**src/rtl/mac8u_acc.sv**
```systemverilog
// mac8u_acc: streaming 8x8 unsigned multiply-accumulate producing saturated N_TERMS dot products

// mul8u_fast: combinational 8x8 unsigned multiplier
module mul8u_fast (
    input  logic [7:0]  a,
    input  logic [7:0]  b,
    output logic [15:0] p
);
    assign p = a * b;
endmodule

module mac8u_acc #(
    parameter int N_TERMS = 8,
    parameter int ACC_W   = 24
) (
    input  logic             clk,
    input  logic             rst,
    input  logic             clear,
    input  logic             in_valid,
    output logic             in_ready,
    input  logic [7:0]       a,
    input  logic [7:0]       b,
    output logic             out_valid,
    input  logic             out_ready,
    output logic [ACC_W-1:0] out_acc,
    output logic             out_ovf,
    output logic             busy
);
    logic [15:0]      prod;
    logic [15:0]      prod_q;
    logic             prod_v;
    logic [ACC_W-1:0] acc;
    logic             ovf_acc;
    logic [7:0]       cnt;
    logic [ACC_W:0]   sum;
    logic [ACC_W-1:0] sat;
    logic             term_ovf;
    logic             last;
    logic             stall;
    logic             fire;
    logic             accept;

    mul8u_fast u_mul (.a(a), .b(b), .p(prod));

    assign sum      = {1'b0, acc} + {{(ACC_W-15){1'b0}}, prod_q};
    assign term_ovf = sum[ACC_W];
    assign sat      = term_ovf ? {ACC_W{1'b1}} : sum[ACC_W-1:0];
    assign last     = cnt == 8'(N_TERMS - 1);
    // A completing fire may not overwrite a result the consumer has not taken yet
    assign stall    = last & out_valid & ~out_ready;
    assign fire     = prod_v & ~stall;
    assign in_ready = ~rst & ~clear & (~prod_v | fire);
    assign accept   = in_valid & in_ready;
    assign busy     = prod_v | (cnt != 8'd0);

    // Product register and accumulator; clear discards the partial group
    always_ff @(posedge clk or posedge rst) begin
        if (rst) begin
            prod_v  <= 1'b0;
            prod_q  <= '0;
            acc     <= '0;
            ovf_acc <= 1'b0;
            cnt     <= '0;
        end else if (clear) begin
            prod_v  <= 1'b0;
            acc     <= '0;
            ovf_acc <= 1'b0;
            cnt     <= '0;
        end else begin
            if (accept) begin
                prod_q <= prod;
                prod_v <= 1'b1;
            end else if (fire) begin
                prod_v <= 1'b0;
            end
            if (fire) begin
                acc     <= last ? '0 : sat;
                ovf_acc <= last ? 1'b0 : (ovf_acc | term_ovf);
                cnt     <= last ? 8'd0 : cnt + 8'd1;
            end
        end
    end

    // Result holding register; a new completion may load on the same edge the old one is taken
    always_ff @(posedge clk or posedge rst) begin
        if (rst) begin
            out_valid <= 1'b0;
            out_acc   <= '0;
            out_ovf   <= 1'b0;
        end else if (fire & last & ~clear) begin
            out_valid <= 1'b1;
            out_acc   <= sat;
            out_ovf   <= ovf_acc | term_ovf;
        end else if (out_ready) begin
            out_valid <= 1'b0;
        end
    end
endmodule

```
**config.mk**
```make
export PLATFORM = sky130hd
export DESIGN_NAME = mac8u_acc
export DESIGN_NICKNAME = d
export VERILOG_FILES = /design/src/rtl/mac8u_acc.sv
export SDC_FILE = /design/constraint.sdc
export NUM_CORES = 1
export LEC_CHECK = 0
export CAP_MARGIN = 30
export CORE_MARGIN = 4
export CORE_UTILIZATION = 45
export CTS_CLUSTER_SIZE = 12
export DETAILED_ROUTE_END_ITERATION = 7
export PLACE_DENSITY = 0.69
export SYNTH_ARGS = -nofsm -noshare
export SYNTH_HDL_FRONTEND = slang
export SYNTH_HIERARCHICAL = 1
export SYNTH_SLANG_ARGS = --single-unit
```
**constraint.sdc**
```tcl
create_clock -name clk -period 2.21 [get_ports clk]
set_input_delay 0.3315 -clock clk [delete_from_list [all_inputs] [get_ports clk]]
set_output_delay 0.3315 -clock clk [all_outputs]
set_load 0.005 [all_outputs]
```
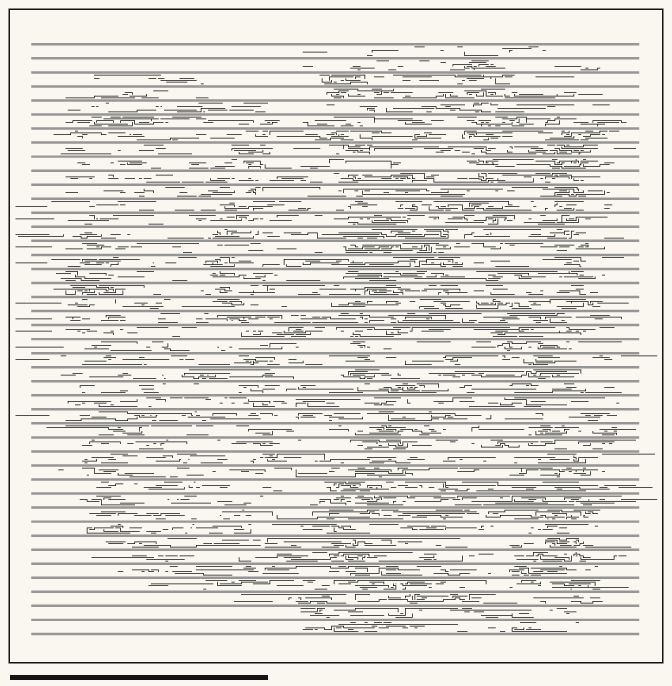
(signal wires on met1)
Scale bar: 50 um. Supply wires on this layer in gray.
The layer carries 7090 um of wire. The longest straight run is 37.3 um. The wires run mostly horizontal. The layer holds 40% of the routed length.
vias: 5874
total detailed-routing wirelength: 17.8 mm
met1 global-route usage: 24.7%

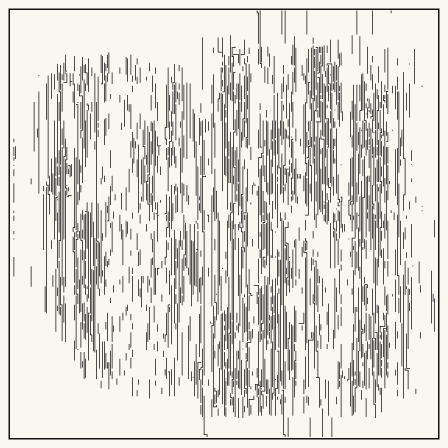
(signal wires on met2)
The wires run mostly vertical. The layer holds 54% of the routed length. 889 nets have wire on it. The layer carries 9560 um of wire. The longest straight run is 49.5 um.
met2 layer usage reported by global route: 38.8%

==> notes.md <==
The flow ran to the end, but the final reports show violations. The final reports fail on negative setup slack. The netlist uses 60 different library cells.

The pre-CTS setup slack was -2.43 ns; the number of H-tree branching levels was 3. Before placement the cells fill 46.8% of the core. The critical path is of the input pin to flip-flop type. The routed design uses 588 um of met3 wire. The net switching power is 2.91 mW.

The total of cells resized after clock tree synthesis is 219, and the aggregate global-route resource usage is 21.0%. Ranking logic cells in the layout by count gives the top entries sky130_fd_sc_hd__buf_4 (110), sky130_fd_sc_hd__nand2_1 (75), sky130_fd_sc_hd__dfrtp_1 (75), sky130_fd_sc_hd__inv_1 (50), sky130_fd_sc_hd__buf_6 (42). Setup repair after global routing could not meet its margin everywhere. The area of the mapped netlist was 0.00630 mm2; the worst clock skew was 0.00850 ns. The power report lists the combinational group at 4.66 mW. With the number of fill cells in the layout at 977, the total of buffers placed on input and output ports is 48. The total overflow left after global routing is 0. Transition time at the pin with the least slew margin: 0.591 ns. The region available for standard cell placement spans 0.0135 mm2.

According to the timing report, the arrival time at the worst endpoint equals 4.02 ns. Along the worst path, the maximum fanout reaches 3. By count the netlist is led by sky130_fd_sc_hd__nand2_1 (84), sky130_fd_sc_hd__dfrtp_1 (76), sky130_fd_sc_hd__o21ai_0 (59). The first-pass iteration count of the detailed router is 6. In the final layout, the registers with the most flip-flops are acc x24, out_acc x24, prod_q x16.

The synthesis report lists the most area-consuming cells as sky130_fd_sc_hd__dfrtp_1 (30%), sky130_fd_sc_hd__fa_1 (12%), sky130_fd_sc_hd__ha_1 (11%). In this run, synthesis inferred 0 flip-flops with an integrated enable. Across the whole layout, storage elements account for 0.00190 mm2. The peak per-stage delay on the critical path was 0.52 ns; the total power per unit cell area was 828 mW/mm2. The overall chip area came out at 0.0160 mm2. The worst hold slack is 0.476 ns, and the total clock network power is 1.54 mW. Of the post-synthesis cell area, the dominant cell type holds 30.2%.

According to the floorplan report, the die width is 126 um. The number of inserted diodes is 0. After synthesis, the largest family of logic cells by area is adder cells.

The clock reaches the later pin of the worst-skew pair after 0.34 ns. Endpoint kind of the worst setup timing path: a flip-flop. STA classifies the critical path startpoint as an input pin. Leaving out fill and tap cells, the most frequent cell in the layout is sky130_fd_sc_hd__buf_4. The synthesis report names the predominant flop master as sky130_fd_sc_hd__dfrtp_1.

The biggest area consumer among synthesized cells was sky130_fd_sc_hd__dfrtp_1. Largest net degree at the start of global routing: 38. Of the total power, registers draw 21.5%.

After clock tree synthesis, the flow added hold-fix buffers numbering 0. According to the floorplan log, the row count is 42. Per the detail_route log, met2 wirelength is 9.56 mm. Synthesis produced a netlist with a net count of 805. The cell sitting at the root of the clock tree is a sky130_fd_sc_hd__clkbuf_16. The power report attributes to the clock group a share of 19.5%.

In the final report, the number of hold violations comes to 0. The logs give 15 for the number of setup buffers added after CTS and 59.0% for the part of the total power dissipated in combinational logic. Yosys printed 6 warnings.

The clock passes through at most 2 buffers. Of the available clock period, the critical path in the final layout requires 172%. The sequential power is 1.69 mW, and the number of DRC markers after the initial detailed-route iteration is 314.

The script reports the combined buffer and inverter count of the critical path as 5. The synthesis stat section lists a flop and latch total of 76. The run gives 30.2% as the sequential share of the synthesized area. The top-level port count is 49, and the worst ir drop on vdd is 450 uV.

In the final layout, the share of cells above drive strength 1 is 39.5%. The kind of cell adding the most delay to the critical path was adder cells. Per the post-synthesis stats, the area per cell is 9.09 um2.

After detailed routing, the average wire length per cell comes to 16.6 um. The largest individual stage delay along the critical path comes from the cell sky130_fd_sc_hd__fa_1. The count of cells in the finished layout, fillers not included, comes to 1072. The leakage power in the latest report is 4.45 nW. The logs give 0.00953 mm2 for the area of all placed cells without fillers and 0.00811 mm2 for the cell area after placement.

The worst hold path class is input pin to asynchronous set/reset pin. The number of antenna violations at the first check in global routing came out at 0. The cell count after synthesis came out at 693. At the end of routability-driven placement, the weighted congestion stood at 0.918. With the total negative setup slack at -19.44 ns, the clock sink count is 76.

The share of total power consumed by net switching was 36.8%; the fraction of the mapped netlist area in compound gates was 16.5%. The layer flagged by global routing as most heavily used is met2. The detailed-routing wirelength on met1 came out at 7.09 mm. With the fmax at 263 MHz, the cell internal power dissipation is 4.99 mW. The top power consumer group was combinational logic. For this run, global-route usage on met3 was measured as 3.32%.

Setup violations remaining at the end of the flow were counted as 62. TritonCTS built the clock tree. The run gives 22.5% for the fraction of the mapped netlist area in adder cells. Number of nets at the end of the flow: 1003.

With the global-route wire length before repair at 28.1 mm, the mux cell area share after synthesis is 3.51%. Nets still carrying antenna violations after routing amount to 0. The required arrival time at the worst endpoint came out at 2.43 ns. In this run the maximum-capacitance check reported violations numbering 0. The post-layout minimum cycle time is 3.80 ns. The count of final max-slew check failures came out at 0.

The startpoint of the lowest-slack register-to-register path is acc[0]$_DFFE_PP0P_. Per the detail_route log, the uppermost layer with routed signals is met4. In the placement report, post-DP HPWL is listed as 12.6 mm.

The DRC violation total left in the routed layout is recorded as 0. Per the layout area report, the combinational gate area comes to 0.00494 mm2. Worst path setup slack after routing: -1.59 ns. Critical path startpoint: a[5].

In this run the layout overhead on the synthesized area is reported as 51.2%. The slew check shows that the tightest pin keeps a relative margin of 60.5%. Walking the worst path, the cells encountered are buf_8, and2_4, fa_1, inv_1, fa_1, inv_1, fa_1, inv_1, fa_1, inv_2, ha_4, a211o_1, o211ai_1, nor3b_2, xnor2_1, mux2_2.

The number of cells reported by Yosys stat comes to 693. The run gives 70.8% for the final core area utilization. The clock-pin slew on the worst setup and hold paths was 0.06 ns; the via count of the first global-routing pass was 5990. Warnings raised by the tools during the run amount to 30.
## cell type report
cell class                      instances  area share (%)
Tap cell                              176            2.31
Sequential cell                        76            20.0
Multi-Input combinational cell        540            51.8
Timing Repair Buffer                  206            20.3
Clock inverter                          5           0.617
Clock buffer                           11            2.65
Inverter                               58            2.32
## final timing paths
check,depth (start not counted),to,slack [ns]
setup / recovery,16,prod_q[12]$_DFFE_PP0P_,-1.59
hold reg to reg,2,out_acc[20]$_DFFE_PP0P_,0.48
setup reg to reg,10,out_acc[13]$_DFFE_PP0P_,-0.17
min in group clk,2,out_acc[20]$_DFFE_PP0P_,0.48
max in group asynchronous,3,acc[12]$_DFFE_PP0P_,1.18
hold / removal,2,cnt[1]$_DFFE_PP0P_,0.48
Power is estimated from default activity; no workload was simulated.
